Fig. 1: run 1, supply network
The bar under the picture is 20 um long. Pins as bars on the die edge.
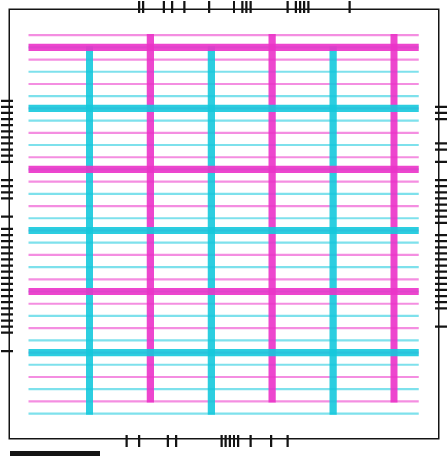
Fig. 2: run 1, placed cells, one colour a class
The bar under the picture is 20 um long.
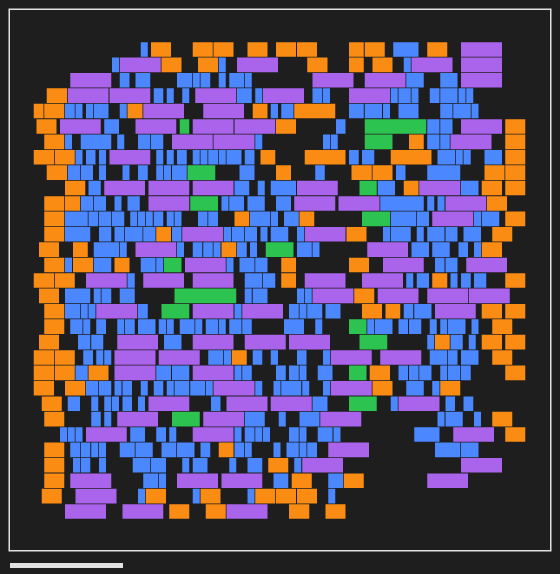
Fig. 3: run 1, clock wires, drivers and flops
The bar under the picture is 20 um long.
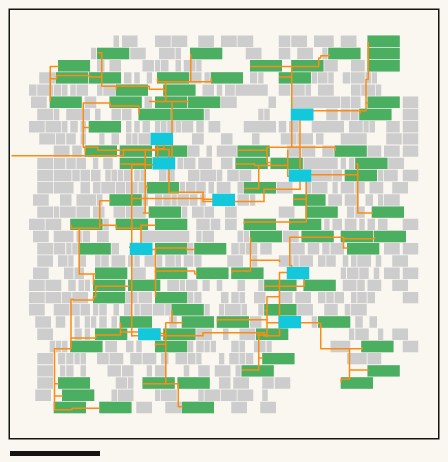
Design imm_enc, sky130hd; sources not shown.
==> design notes, run 1 <==
The run finished with clean final reports. Ratio of final minimum period to clock period: 96.8%. The post-synth design cell area was 0.00382 mm^2.

The final global-route overflow total was 0. For this run, the detailed router reports a per-instance via density of 5.54. The number of clock sinks was 88; the global-route wire length before repair was 15600 um. For the Yosys warning count, the log shows 0. Area of all placed cells without fillers: 0.00513 mm^2. Setup repair after global routing left no endpoint under its margin.

The post-route minimum period was 2.26 ns; the total of clock buffers placed in the layout was 9. Met1 wire length: 4180 um. The registers of the reported paths see a clock transition of 0.09 ns. The count of flip-flops and latches was 88.

The busiest layer in global routing is met2. The relative slew slack is 58.5%, and the total length of routed met2 wires is 4750 um. The required time at the worst endpoint is listed as 1.63 ns. The worst setup path is of the in2out kind. Logged for this run, the post-placement worst setup slack is -0.138 ns. The net count of the finished layout is 588.

Global routing consumed, over all layers together, 21.6% of the routing resources. Looking at the critical path, the highest net fanout was 4. Proportion of power drawn by combinational gates: 9.6%. Of the total synthesized cell area, the portion taken by AND-OR and OR-AND cells is 16.7%. The longest incremental delay of any stage on the critical path is reported as 0.46 ns.

Per the summary, power density relative to cell area is 594 mW/mm^2. The power report lists the sequential group at 1580 uW. STA classifies the critical path startpoint as a primary input.

In this run, placement finished with an instance count of 634. The post-synthesis share of cell area spent on xor and xnor gates was 4.59%; the tap cell count was 99. The number of hold buffers added after CTS was 0. The most common logic cells in the final layout are 88 x dfxtp_1, 88 x clkdlybuf4s50_1, 86 x nand2_1, 48 x nor2_1, 43 x a21oi_1.

The number of signal-net buffers in the layout is 114, and the combinational gate area is 0.00189 mm^2. The floorplan report gives the top-level pin count as 91. The initial antenna violation count was 0. The transition time recorded at the tightest slew-check pin is 0.621 ns.

The flip-flop count of the largest register, all copies and words added was 32; the data arrival time of the critical path was 1.56 ns. Routed signal wires occupy layers up through met4. For the routability congestion estimate, the log shows 0.881. The count of placed standard cells in the final layout, fillers left out came out at 651. The floorplan step records an initial core utilization of 52.1%. The post-route setup TNS came out at 0 ns.

The type of the worst min-delay path is reg2reg.
-- Fig. 1 (at the start) --
net	colour
VSS	cyan
VDD	magenta
met5 straps	6
signal pins	91
y dimension of the die: 95.4 um
Placeable Area: 0.00733 mm^2
worst supply voltage drop on vdd: 0.000335 V

-- Fig. 2 (at the start) --
class	colour	cells	share of their area
clock drivers and dummy loads	green	16	4.5%
all other logic	blue	334	38%
flops	purple	88	35%
other buffers and delay cells	orange	114	22%
number of placement rows: 31
utilization after layout: 70.0%

-- Fig. 3 (at the start) --
[cells driving clock nets] cyan | count: 9
[flip-flops] green | count: 88
[clock wires] orange | length: 915 um
routed clock nets	10
power in the clock group: 1180 uW
clk ins delay skew pair: 0.35 ns

[run 1: repair_timing]
action / in CTS / in global routing
resized: 0 / 0
setup buffers: 1 / 0
endpoints found under the setup margin: 1 / 0
[run 1: cells in the mapped netlist (3+ instances only)]
library cell	count	area [um^2]
dfxtp_1	88	1760
nand2_1	86	323
nor2_1	48	180
a21oi_1	43	215
a22oi_1	30	225
clkbuf_1	18	67.6
xor2_1	12	105
and3_1	8	50.1
nand3_1	8	40.0
nand4_1	8	50.1
nor4_1	8	50.1
o21ai_0	8	40.0
xnor2_1	8	70.1
mux2i_1	7	70.1
o2bb2ai_1	6	52.6
inv_1	5	18.8
buf_2	4	20.0
nand2b_1	4	25.0
nand3b_1	4	30.0
nor2b_1	4	25.0
buf_6	3	33.8
nor3_1	3	15.0
nor4_2	3	37.5
or3_1	3	18.8
Fig. 4: run 1, routing congestion map
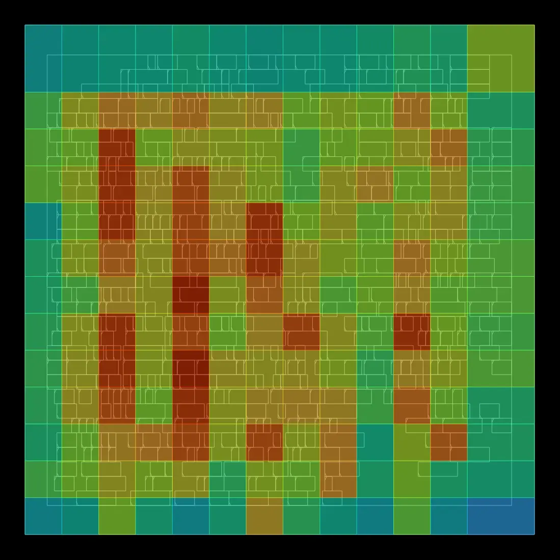

==> inputs of run 2 (changes only) <==
--- a/config.mk
+++ b/config.mk
@@ -6,9 +6,9 @@
 export NUM_CORES = 1
 export LEC_CHECK = 0
 export CORE_MARGIN = 4
-export CORE_UTILIZATION = 50
+export CORE_UTILIZATION = 40
 export DETAILED_ROUTE_END_ITERATION = 7
-export PLACE_DENSITY = 0.84
+export PLACE_DENSITY = 0.71
 export REMOVE_ABC_BUFFERS = 1
 export SYNTH_ARGS = -nofsm -noshare
 export SYNTH_HDL_FRONTEND = slang
Fig. 5: run 2, routing congestion map
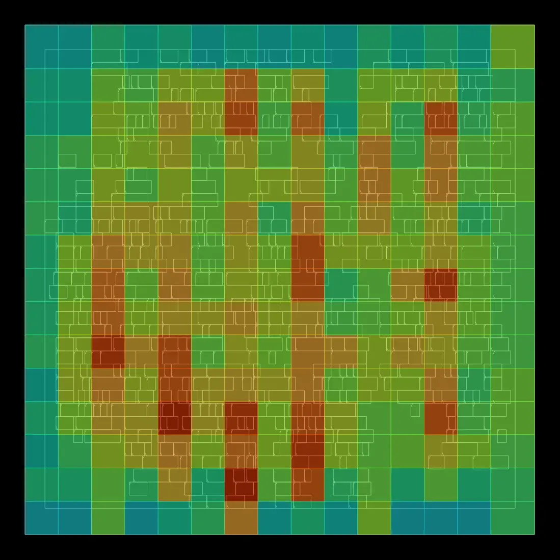
fraction of met1 tracks used by global routing: 21.8%
gr usage total: 17.5%
utilization after layout: 55.9%

Fig. 6: run 2, metal layers overlaid
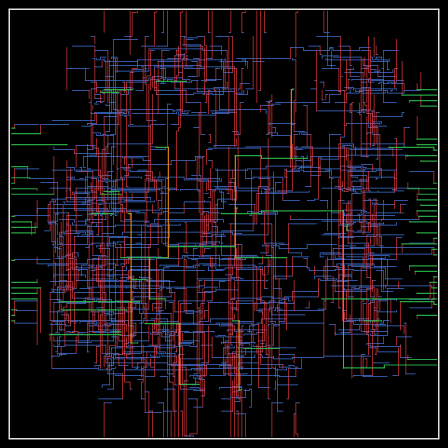
layer	colour	wire length
met4	orange	182 um
met2	red	4810 um
met3	green	518 um
met1	blue	4350 um
routed vias: 3570
detailed-route wire length: 9860 um
routed wire length per instance: 14.5 um

==> run 2 against run 1 <==
Against the previous run: sequential power about the same; critical path depth unchanged; synthesized cell count unchanged; utilization is 14 points lower; cell area up 1.1%; non-clock buffer count unchanged; die size grew 23%; via count is 1.0% lower; global-route usage fell by 4.1 points; hold slack worse by 0.0034 ns; total power rose by 0.41%.
==> design notes, run 2 <==
Cell types with the largest area share after synthesis: dfxtp_1 46%, nand2_1 8.5%, a22oi_1 5.9%, a21oi_1 5.6%, nor2_1 4.7% (unchanged). The clock latency at the later pin of the worst-skew pair is 0.36 ns (was 0.35 ns). The flow ran to the end, and the final reports show no timing, DRC or antenna violations. The met1 wire length was 4350 um (was 4180 um). The global-route wire length before repair is 16200 um (was 15600 um). For the data required time of the critical path, the log shows 1.63 ns (about the same).

The hold buffer count at cts came out at 0 (unchanged). The complex-gate fraction of the synthesized area was 16.7% (unchanged). For the post-route setup TNS, the log shows 0 ns (unchanged). The run gives 664 (was 634) for the count of placed standard cells including taps. The number of clock sinks came out at 88 (unchanged). Setup repair after global routing left no endpoint under its margin.

With the post-route minimum period at 2.27 ns (was 2.26 ns), the final-stage net count is 588 (unchanged). The run gives 35 (was 31) for the total number of placement rows. The area share of the largest cell type after synthesis was 46.2% (unchanged). The type of the worst min-delay path is reg2reg (unchanged). The run gives 0.00382 mm^2 (unchanged) for the post-synth design cell area. The tools report the data arrival time of the critical path as 1.57 ns (was 1.56 ns).

The critical path start-end classification is in2out (unchanged). Type of element launching the critical path: a primary input (unchanged). The clock-pin slew of the registers on the worst-case setup and hold paths is 0.08 ns (was 0.09 ns). The ratio of final minimum period to clock period works out to 97.6% (was 96.8%).
Fig. 7: run 2, supply network
The bar under the picture is 20 um long. Pins as bars on the die edge.
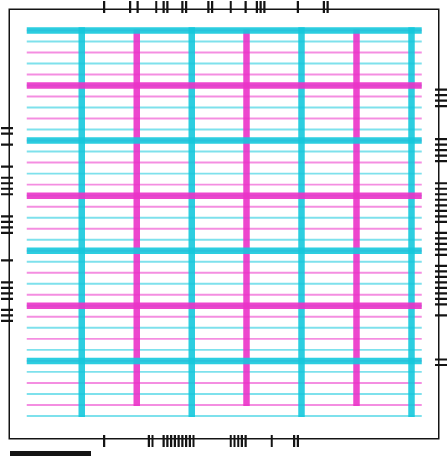
net	colour
VDD	magenta
VSS	cyan
signal pins	91
rows	35
y dimension of the die: 106 um
Placeable Area: 0.00928 mm^2
worst supply voltage drop on vdd: 0.000259 V
x dimension of the die: 106 um

run 2: cell types whose count changed in the layout (fill, tap and decap cells not counted), sizes merged:
cell | before | now
inv | 9 | 6
clkbuf | 9 | 10
clkinv | 1 | 3
run 2: worst max-delay path, stage by stage:
cell and delay (ns):
clkdlybuf4s50_1 0.47, nand3b_1 0.22, buf_4 0.19
run 2: area by class of cell:
| cell class | instances | area, um^2 |
|---|---|---|
| well taps | 129 | 161 |
| inverters | 5 | 18.8 |
| repair buffers | 114 | 1120 |
| clock buffers | 10 | 138 |
| fillers | 874 | 4100 |
| clock inverters | 6 | 91.3 |
| multi-input cells | 329 | 1890 |
| flip-flops and latches | 88 | 1760 |
run 2: power by group:
group          switching [uW]  total (uW)  internal (uW)
Sequential               34.1        1580           1540
Combinational             158         299            140
Clock                     548        1190            639
Power and IR drop assume default switching activity.
